### config.mk
export PLATFORM = sky130hd
export DESIGN_NAME = csc_out_join
export DESIGN_NICKNAME = d
export VERILOG_FILES = /design/src/rtl/csc_stream_pkg.sv /design/src/rtl/csc_chan_fifo2.sv /design/src/rtl/csc_out_join.sv
export SDC_FILE = /design/constraint.sdc
export NUM_CORES = 1
export LEC_CHECK = 0
export CAP_MARGIN = 10
export CORE_ASPECT_RATIO = 1.4
export CORE_MARGIN = 2
export CORE_UTILIZATION = 39
export CTS_BUF_LIST = sky130_fd_sc_hd__clkbuf_8
export DETAILED_ROUTE_END_ITERATION = 16
export SETUP_SLACK_MARGIN = 0.15
export SLEW_MARGIN = 20
export SYNTH_ARGS = -nofsm -noshare
export SYNTH_HDL_FRONTEND = slang
export SYNTH_SLANG_ARGS = --single-unit
export TNS_END_PERCENT = 100
### constraint.sdc
create_clock -name clk -period 6.2 [get_ports clk]
set_input_delay 0.62 -clock clk [delete_from_list [all_inputs] [get_ports clk]]
set_output_delay 0.62 -clock clk [all_outputs]
set_load 0.005 [all_outputs]
### src/rtl/csc_stream_pkg.sv
// ============================================================================
// Module   : csc_stream_pkg
// Brief    : Shared flag layout and round/saturate helper for CSC streams.
// Revision : 1.0 - initial release
// ============================================================================
`default_nettype none

package csc_stream_pkg;

    localparam int MF_W = 4;
    localparam int SF_W = 2;

    localparam int MF_VALID = 0;
    localparam int MF_SOF   = 1;
    localparam int MF_EOL   = 2;
    localparam int MF_EOF   = 3;

    localparam int SF_STALL = 0;
    localparam int SF_ABORT = 1;

    // Framing bits {eof, eol, sof} carried alongside each channel sample.
    typedef logic [MF_W-1:1] frame_flags_t;

    // Round-half-up by 'frac' bits, then clamp to [0, 2^ow-1]. The caller
    // sign-extends its W-bit sample to 64 bits, which covers the W+1-bit sum.
    function automatic logic [31:0] round_sat(input logic signed [63:0] din,
                                              input int frac,
                                              input int ow);
        logic signed [63:0] v;
        logic signed [63:0] max_v;
        v = din;
        if (frac > 0) begin
            v = v + (64'sd1 <<< (frac - 1));
        end
        v     = v >>> frac;
        max_v = (64'sd1 <<< ow) - 64'sd1;
        if (v < 64'sd0) begin
            return 32'd0;
        end else if (v > max_v) begin
            return max_v[31:0];
        end else begin
            return v[31:0];
        end
    endfunction

endpackage

`default_nettype wire

### src/rtl/csc_chan_fifo2.sv
// ============================================================================
// Module   : csc_chan_fifo2
// Brief    : Two-entry channel FIFO with round/saturate applied on write.
// Revision : 1.0 - initial release
// ============================================================================
`default_nettype none

module csc_chan_fifo2
    import csc_stream_pkg::*;
#(
    parameter int W    = 16,
    parameter int OW   = 8,
    parameter int FRAC = 4
) (
    input  logic            clk,
    input  logic            rst,
    input  logic            i_flush,
    input  logic [W-1:0]    i_din,
    input  logic [MF_W-1:0] i_din_mflags,
    input  logic            i_pop,
    output logic            o_full,
    output logic            o_not_empty,
    output logic [OW-1:0]   o_head_d,
    output frame_flags_t    o_head_flags
);

    logic [OW-1:0]  r_mem_d [2];
    frame_flags_t   r_mem_f [2];
    logic           r_wr_ptr;
    logic           r_rd_ptr;
    logic [1:0]     r_count;

    logic           w_push;
    logic           w_pop;
    logic [OW-1:0]  w_rs;
    logic [63:0]    w_din_sx;

    assign w_din_sx = {{(64 - W){i_din[W-1]}}, i_din};
    assign w_rs     = OW'(round_sat(w_din_sx, FRAC, OW));

    // Full is decoded purely from the count register so stall never depends
    // on this cycle's valid.
    assign o_full       = (r_count == 2'd2);
    assign o_not_empty  = (r_count != 2'd0);
    assign o_head_d     = r_mem_d[r_rd_ptr];
    assign o_head_flags = r_mem_f[r_rd_ptr];

    assign w_push = i_din_mflags[MF_VALID] && !o_full && !i_flush;
    assign w_pop  = i_pop && o_not_empty && !i_flush;

    always_ff @(posedge clk) begin
        if (rst || i_flush) begin
            r_wr_ptr <= 1'b0;
            r_rd_ptr <= 1'b0;
            r_count  <= 2'd0;
        end else begin
            if (w_push) begin
                r_mem_d[r_wr_ptr] <= w_rs;
                r_mem_f[r_wr_ptr] <= i_din_mflags[MF_W-1:1];
                r_wr_ptr          <= ~r_wr_ptr;
            end
            if (w_pop) begin
                r_rd_ptr <= ~r_rd_ptr;
            end
            case ({w_push, w_pop})
                2'b10:   r_count <= r_count + 2'd1;
                2'b01:   r_count <= r_count - 2'd1;
                default: r_count <= r_count;
            endcase
        end
    end

endmodule

`default_nettype wire

### src/rtl/csc_out_join.sv
// ============================================================================
// Module   : csc_out_join
// Brief    : Joins three rounded CSC channel streams into one packed pixel.
// Revision : 1.0 - initial release
// ============================================================================
`default_nettype none

module csc_out_join
    import csc_stream_pkg::*;
#(
    parameter int W    = 16,
    parameter int OW   = 8,
    parameter int FRAC = 4
) (
    input  logic              clk,
    input  logic              rst,
    input  logic [W-1:0]      c0,
    input  logic [W-1:0]      c1,
    input  logic [W-1:0]      c2,
    input  logic [MF_W-1:0]   c0_mflags,
    input  logic [MF_W-1:0]   c1_mflags,
    input  logic [MF_W-1:0]   c2_mflags,
    output logic [SF_W-1:0]   c0_sflags,
    output logic [SF_W-1:0]   c1_sflags,
    output logic [SF_W-1:0]   c2_sflags,
    output logic [3*OW-1:0]   out_d,
    output logic [MF_W-1:0]   out_mflags,
    input  logic [SF_W-1:0]   out_sflags,
    output logic              err_flag_mismatch
);

    logic [W-1:0]     w_c      [3];
    logic [MF_W-1:0]  w_cm     [3];
    logic [OW-1:0]    w_head_d [3];
    frame_flags_t     w_head_f [3];
    logic [2:0]       w_full;
    logic [2:0]       w_not_empty;
    logic [2:0]       w_stall;
    logic             w_abort;
    logic             w_pop_ok;
    logic             w_mismatch;

    logic [3*OW-1:0]  r_out_d;
    logic [MF_W-1:0]  r_out_mflags;
    logic             r_err;

    assign w_c[0]  = c0;
    assign w_c[1]  = c1;
    assign w_c[2]  = c2;
    assign w_cm[0] = c0_mflags;
    assign w_cm[1] = c1_mflags;
    assign w_cm[2] = c2_mflags;

    assign w_abort = out_sflags[SF_ABORT];

    generate
        for (genvar k = 0; k < 3; k++) begin : g_chan
            csc_chan_fifo2 #(
                .W    (W),
                .OW   (OW),
                .FRAC (FRAC)
            ) u_fifo (
                .clk          (clk),
                .rst          (rst),
                .i_flush      (w_abort),
                .i_din        (w_c[k]),
                .i_din_mflags (w_cm[k]),
                .i_pop        (w_pop_ok),
                .o_full       (w_full[k]),
                .o_not_empty  (w_not_empty[k]),
                .o_head_d     (w_head_d[k]),
                .o_head_flags (w_head_f[k])
            );
        end
    endgenerate

    // Abort and reset both mean "accept and discard", so stall is masked.
    assign w_stall   = w_full & {3{~w_abort & ~rst}};
    assign c0_sflags = {w_abort, w_stall[0]};
    assign c1_sflags = {w_abort, w_stall[1]};
    assign c2_sflags = {w_abort, w_stall[2]};

    assign w_pop_ok = (&w_not_empty) && !w_abort &&
                      (!r_out_mflags[MF_VALID] || !out_sflags[SF_STALL]);

    assign w_mismatch = (w_head_f[1] != w_head_f[0]) ||
                        (w_head_f[2] != w_head_f[0]);

    always_ff @(posedge clk) begin
        if (rst) begin
            r_out_d      <= '0;
            r_out_mflags <= '0;
            r_err        <= 1'b0;
        end else if (w_abort) begin
            r_out_mflags <= '0;
        end else if (w_pop_ok) begin
            r_out_d      <= {w_head_d[2], w_head_d[1], w_head_d[0]};
            r_out_mflags <= {w_head_f[0], 1'b1};
            if (w_mismatch) begin
                r_err <= 1'b1;
            end
        end else if (r_out_mflags[MF_VALID] && !out_sflags[SF_STALL]) begin
            r_out_mflags <= '0;
        end
    end

    assign out_d             = r_out_d;
    assign out_mflags        = r_out_mflags;
    assign err_flag_mismatch = r_err;

endmodule

`default_nettype wire
**Run 1: pin map**

Scale: 2 px per µm. Pins as bars across the die edge, other pins in gray.
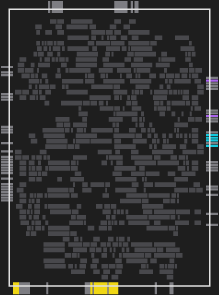
Key: cyan = out_mflags [pins 4, direction output, edge right]; purple = c1_sflags [pins 2, direction output, edge right]; yellow = c0 [pins 16, direction input, edge bottom]
All pins by edge: 31 bottom, 26 left, 25 right, 17 top.
Port Buf Inserts: 89
DIE HEIGHT: 138 µm
Die X: 99.5 µm

**Run 1: wires at chosen ports, followed through buffers**

Scale: 3 px per µm.
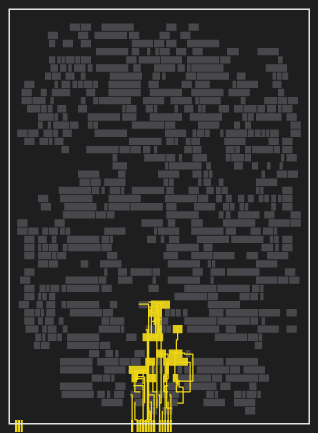
Key: yellow = c0 [direction input, end cells 22, buffers 13, wire 452 µm]

==> out/results.tsv, run 1 <==
metric	value	unit
buffers	97	
peakVddDrop	93.0	µV
tns	0	ps
fmax	317	MHz
synth-main-ff-cell	edfxtp_1	
wl_met3	385	µm
cts_num_sinks	110	
syn_inst	426	
finalHoldViolCount	0	
cpMostUsedCell	clkdlybuf4s50_1	
synth_top_cell_by_count	edfxtp_1	
layout.cells.most_common	clkdlybuf4s50_1	
globalRouteMet1Util	16.3	%
num-multi-input-gates	288	
drt-met1-wl	3960	µm
busiest_layer	met2	
rr_endpoint	g_chan[1].u_fifo.r_count[1]	
ys_sh_simple	13.5	%
drv_slew	0	
antenna_cells	0	
rsz0062_at_grt	no	
detail_route.vias_per_cell	5.06	
crit_family	buffers and inverters	
p_leak	1.94	nW
dr.pass1.iters	4	
place_hpwl	7210	µm
critical-path-max-stage-delay	600	ps
ys_seq_share	57.5	%
tightest_slew	560	ps
swShare	22.6	%
finalClockSkew	8.03	ps
use_met3	3.35	%
ff_count	110	
crit_path_top_delay_cell	clkdlybuf4s50_1	
cts_max_level	3	
grtUsageTotal	14.7	%
largest_area_cell	edfxtp_1	
post_cts_buffers	0	
design_area	0.00618	mm²
layout_min_cycle_time	3160	ps
warnings	38	
ys_sh_mux	7.42	%
power_frac_seq	61.8	%
dpl.cell_count	654	
p_comb	0.115	mW
yosys-top-cells-count	edfxtp_1 (66), nor2_1 (48), dfxtp_1 (44)	
largest_cell_class	sequential cells	
grt_pass1_wl	15700	µm
relSlewSlack	62.6	%
avgRoutedWirePerCell	14.5	µm
p_clk	0.372	mW
hold_end	err_flag_mismatch	
placed_cell_area	0.00602	mm²
cts_tree	done	
crit_start	out_sflags[1]	
drc	0	
largest-register	g_chan.u_fifo.r_mem_d	
ys.flops	110	
aoi_share	10.2	%
cts-hold-fix-buffers	0	
fin_nets	588	
status	finished clean	
edf_count	66	
antenna_found_initial	0	
synth_area	0.00498	mm²
top_layer_used	met4	
rrSetupSlack	3850	ps
**Run 1: routed metal, one color a layer**

Scale: 3 px per µm.
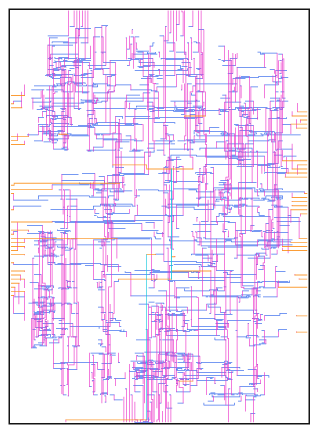
Key: orange = met3 [wire length 386 µm]; blue = met1 [wire length 3,960 µm]; cyan = met4 [wire length 91.8 µm]; magenta = met2 [wire length 5,310 µm]

**Run 1: sequential cells colored by netlist name**

Scale: 2 px per µm.
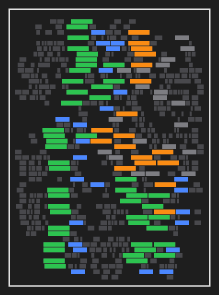
Key: orange = g_chan.u_fifo.r_mem_f [sequential cells 18]; blue = out_d [sequential cells 24]; green = g_chan.u_fifo.r_mem_d [sequential cells 48]
Another 20 sequential cells are not colored.
total sequential power: 0.789 mW
post-route core utilization: 50.0%

==> run 1 -> run 2 <==
Clock period 6.2 ns to 3.1 ns, I/O delays scaled along.
**Run 2: congestion heat map**

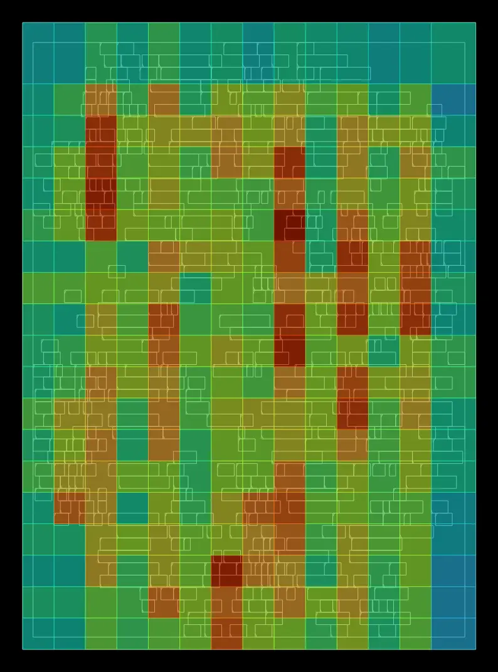
grt met3 use: 3.75%
met2 Resource Use GR: 26.9%
met1 usage in global routing: 16.5%

==> run 2 against run 1 <==
Effect of this change: clock power is 130% higher; worst setup slack worse by 2300 ps; synthesized cell count stayed put; die area stayed put; sequential share of layout area is 0.42 points lower; largest cell class unchanged.
==> out/results.tsv, run 2 <==
metric	value	unit	change
status	finished clean		
final-clk-cell-share	3.31	%	
synth_area	0.00498	mm²	unchanged
powerSeq	1.58	mW	+100%
worst-path-max-fanout	11		
p_clk	0.871	mW	+130%
drtAntennaViolNets	0		
final_util	50.4	%	+0.46 points
tightest_slew	525	ps	-35.0 ps
aoi_share	10.2	%	unchanged
rrSetupSlack	1190	ps	-2660 ps
yosys-top-cells-count	edfxtp_1 (66), nor2_1 (48), dfxtp_1 (44)		
path_class	input pin to output port		
crit_start	out_sflags[1]		
synth-async-reset-ratio	0	%	
power_frac_seq	58.8	%	-3.0 points
swShare	22.2	%	-0.43 points
layout_top_cells	clkdlybuf4s50_1 (89), edfxtp_1 (66), nor2_1 (48), dfxtp_1 (44), mux2i_1 (32)		
wl_met3	513	µm	+33%
crit_family	buffers and inverters		
syn_avg_cell_area	11.7	µm²	
cts_buffers	9		
dieHeight	138	µm	unchanged
busiest_layer	met2		
nClkBuffers	10		
grt-ovfl-total	0		
peakVddDrop	204	µV	+120%
dr.pass1.iters	4		unchanged
top_layer_used	met4		
worst_slack	743	ps	
buffers	99		+2.1%
ys_seq_share	57.5	%	unchanged
ys.flops	110		unchanged
critical-path-max-stage-delay	630	ps	+30 ps
rr_endpoint	g_chan[0].u_fifo.r_count[1]		
post_cts_buffers	0		unchanged
warnings	38		unchanged
crit_path_start_kind	input pin		
drv_slew	0		unchanged
crit_path_top_delay_cell	clkdlybuf4s50_1		
cts_num_sinks	110		unchanged
relSlewSlack	64.9	%	+2.3 points
placed_cell_area	0.00603	mm²	+0.25%
cts_tree	done		
cpMostUsedCell	clkdlybuf4s50_1		
cts-hold-fix-buffers	0		unchanged
p_leak	1.96	nW	+1.2%
hold_end	err_flag_mismatch		
drive_gt1_share	8.43	%	
num-multi-input-gates	288		unchanged
period_used_share	76.0	%	
fin_cells	672		
fin_nets	590		+0.34%
timing.rr.start	g_chan[0].u_fifo.r_count[0]		
tns	0	ps	unchanged
die-width	99.5	µm	unchanged
holdWs	453	ps	
holdCritPathClass	register to register		
largest-register	g_chan.u_fifo.r_mem_d		
crit_chain	clkdlybuf4s50_1, or2_2, nor2_1, clkdlybuf4s50_1		
syn_inst	426		unchanged
ys_sh_mux	7.42	%	unchanged
ys_area	0.00498	mm²	
finalHoldViolCount	0		unchanged
grtUsageTotal	14.8	%	+0.13 points
bufAreaShareNonClock	15.5	%	
grt_pass1_wl	15900	µm	+1.3%
rows	48		
layout.cells.most_common	clkdlybuf4s50_1		
antenna_cells	0		unchanged
largest_reg_flops	48		
ff_count	110		unchanged
tapCellCount	150		
nNonClkInverters	9		
syn_nets	499		
design_area	0.00624	mm²	+0.91%
antenna_found_initial	0		unchanged
logic_area	0.00198	mm²	
cts_max_level	3		unchanged
finalClockSkew	10.1	ps	+2.12 ps
rsz0062_at_grt	no		
wl	9840	µm	
fmax	424	MHz	
globalplace.congestion	0.880		
placement.io_buffers	89		unchanged
dp_slack	646	ps	
grt_max_degree	29		
crit_cells	4		
drt-met1-wl	4070	µm	+2.8%
avgRoutedWirePerCell	14.6	µm	+0.63%
drc	0		unchanged
ys_sh_simple	13.5	%	unchanged
yosys-stat-cells	426		
edf_count	66		unchanged
ctsResizeCount	0		
largest_cell_class	sequential cells		
synth-xor-area-share	6.34	%	
detail_route.vias_per_cell	5.22		+3.0%
p_comb	0.233	mW	+100%
layout_min_cycle_time	2360	ps	
dpl.cell_count	656		+0.31%
largest_area_cell	edfxtp_1		
hold_path_depth	2		
cap_violations	0		
synth-main-ff-cell	edfxtp_1		
synth_top_cell_by_count	edfxtp_1		
place_hpwl	7340	µm	+1.8%
==> run 2 -> run 3 <==
Settings changed: PLACE_DENSITY set to 0.66.
Clock period 3.1 ns to 1.9 ns, I/O delays scaled along.
**Run 3: congestion heat map**

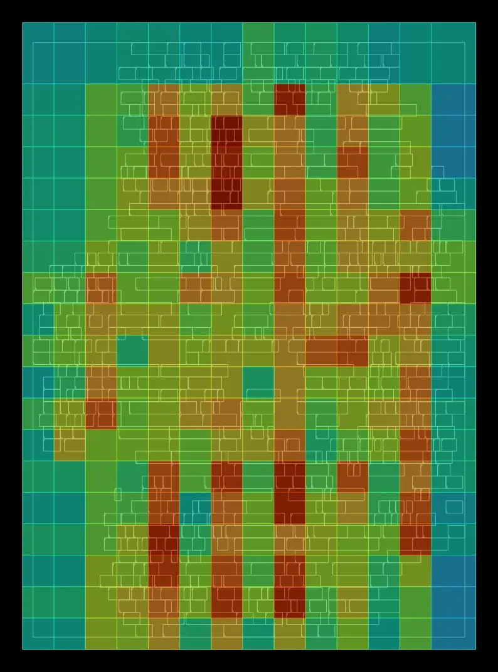
DR WL/cell: 14.5 µm
grt met3 use: 3.20%
gr busiest metal: met2
post-route core utilization: 55.8%

==> run 3 against run 2 <==
Effect of this change: via count is 6.4% higher; worst setup slack got worse by 540 ps; highest routed layer unchanged; cell count increased by 9.8%; largest power group unchanged.
==> out/results.tsv, run 3 <==
metric	value	unit	change
dpl.cell_count	716		+9.1%
dieHeight	138	µm	unchanged
dp_slack	-214	ps	-860 ps
cts_num_sinks	110		unchanged
yosys-stat-cells	426		unchanged
synth_area	0.00498	mm²	unchanged
ys_area	0.00498	mm²	unchanged
drtIter0Drc	69		
synth-xor-area-share	6.34	%	unchanged
die-width	99.5	µm	unchanged
cts_tree	done		
design_area	0.00690	mm²	+11%
ys_seq_share	57.5	%	unchanged
boundaryPins	99		
edf_count	66		unchanged
fin_cells	738		+9.8%
place_hpwl	8000	µm	+9.0%
ff_count	110		unchanged
globalRouteMet1Util	17.3	%	+0.83 points
placed_cell_area	0.00653	mm²	+8.3%
fin_nets	656		+11%
grtUsageMet2	30.8	%	+3.9 points
synth_top_cell_by_count	edfxtp_1		
yosys-top-cells-count	edfxtp_1 (66), nor2_1 (48), dfxtp_1 (44)		
tns	0	ps	unchanged
cts_max_level	3		unchanged
buffers	165		+67%
syn_nets	499		unchanged
critical_path_required	2070	ps	
drc	0		unchanged
syn_avg_cell_area	11.7	µm²	unchanged
cap_violations	0		unchanged
nClkBuffers	10		unchanged
layout_top_cells	clkdlybuf4s50_1 (86), buf_4 (72), edfxtp_1 (66), nor2_1 (47), dfxtp_1 (37)		
drive_gt1_share	22.4	%	+14 points
largest-register	g_chan.u_fifo.r_mem_d		
ys_sh_simple	13.5	%	unchanged
num-multi-input-gates	288		unchanged
peakVddDrop	369	µV	+81%
p_clk	1.38	mW	+58%
crit_path_start_kind	input pin		
holdCritPathClass	input pin to register		
cts-hold-fix-buffers	0		unchanged
holdWs	401	ps	-51.4 ps
crit_path_top_delay_cell	clkdlybuf4s50_1		
layout.cells.most_common	clkdlybuf4s50_1		
crit_family	buffers and inverters		
grt_max_degree	36		+24%
p_comb	0.485	mW	+110%
clkPwrFrac	31.2	%	
worst-path-max-fanout	7		-4
grtUsageTotal	16.1	%	+1.3 points
drtAntennaViolNets	0		unchanged
cts_buffers	9		unchanged
power_frac_seq	57.9	%	-0.9 points
largest_cell_class	sequential cells		
rows	48		unchanged
powerSeq	2.57	mW	+63%
grt-ovfl-total	0		unchanged
wl_met3	373	µm	-27%
top_layer_used	met4		
antenna_found_initial	0		unchanged
largest_area_cell	edfxtp_1		
crit_cells	6		+2
nNonClkInverters	9		unchanged
aoi_share	10.2	%	unchanged
status	finished clean		
critical-path-max-stage-delay	520	ps	-110 ps
drt-met1-wl	4010	µm	-1.6%
antenna_cells	0		unchanged
logic_area	0.00211	mm²	+6.8%
synth-main-ff-cell	edfxtp_1		
hold_path_depth	1		-1
relSlewSlack	64.3	%	-0.60 points
warnings	40		+5.3%
bufAreaShareNonClock	21.5	%	+6.0 points
detail_route.vias_per_cell	5.06		-3.1%
tapCellCount	150		unchanged
ctsResizeCount	7		+7
largest_reg_flops	48		unchanged
worst_slack	201	ps	-542 ps
layout_min_cycle_time	1700	ps	
crit_start	c2[11]		
rr_endpoint	g_chan[1].u_fifo.r_count[1]		
dr.pass1.iters	4		unchanged
ys.flops	110		unchanged
wl	10700	µm	+8.7%
drv_slew	0		unchanged
rsz0062_at_grt	yes		
timing.rr.start	g_chan[1].u_fifo.r_count[1]		
finalClockSkew	12.1	ps	+1.91 ps
hold_end	g_chan[0].u_fifo.r_mem_f[0][2]		
finalHoldViolCount	0		unchanged
period_used_share	89.4	%	
p_leak	2.33	nW	+19%
syn_inst	426		unchanged
final-clk-cell-share	2.86	%	-0.45 points
synth_adder_area_share	2.26	%	
synth-async-reset-ratio	0	%	unchanged
placement.io_buffers	89		unchanged
crit_chain	clkdlybuf4s50_1, and3_2, nand3_4, mux2_4, o21a_4, a21oi_1		
globalplace.congestion	0.853		-3.0%
rrSetupSlack	210	ps	-980 ps
fmax	589	MHz	
path_class	input pin to register		
ys_sh_mux	7.42	%	unchanged
swShare	21.8	%	-0.39 points
grt_pass1_wl	17400	µm	+9.4%
synth_cell_types	47		
post_cts_buffers	3		+3
Power and IR drop assume default switching activity.
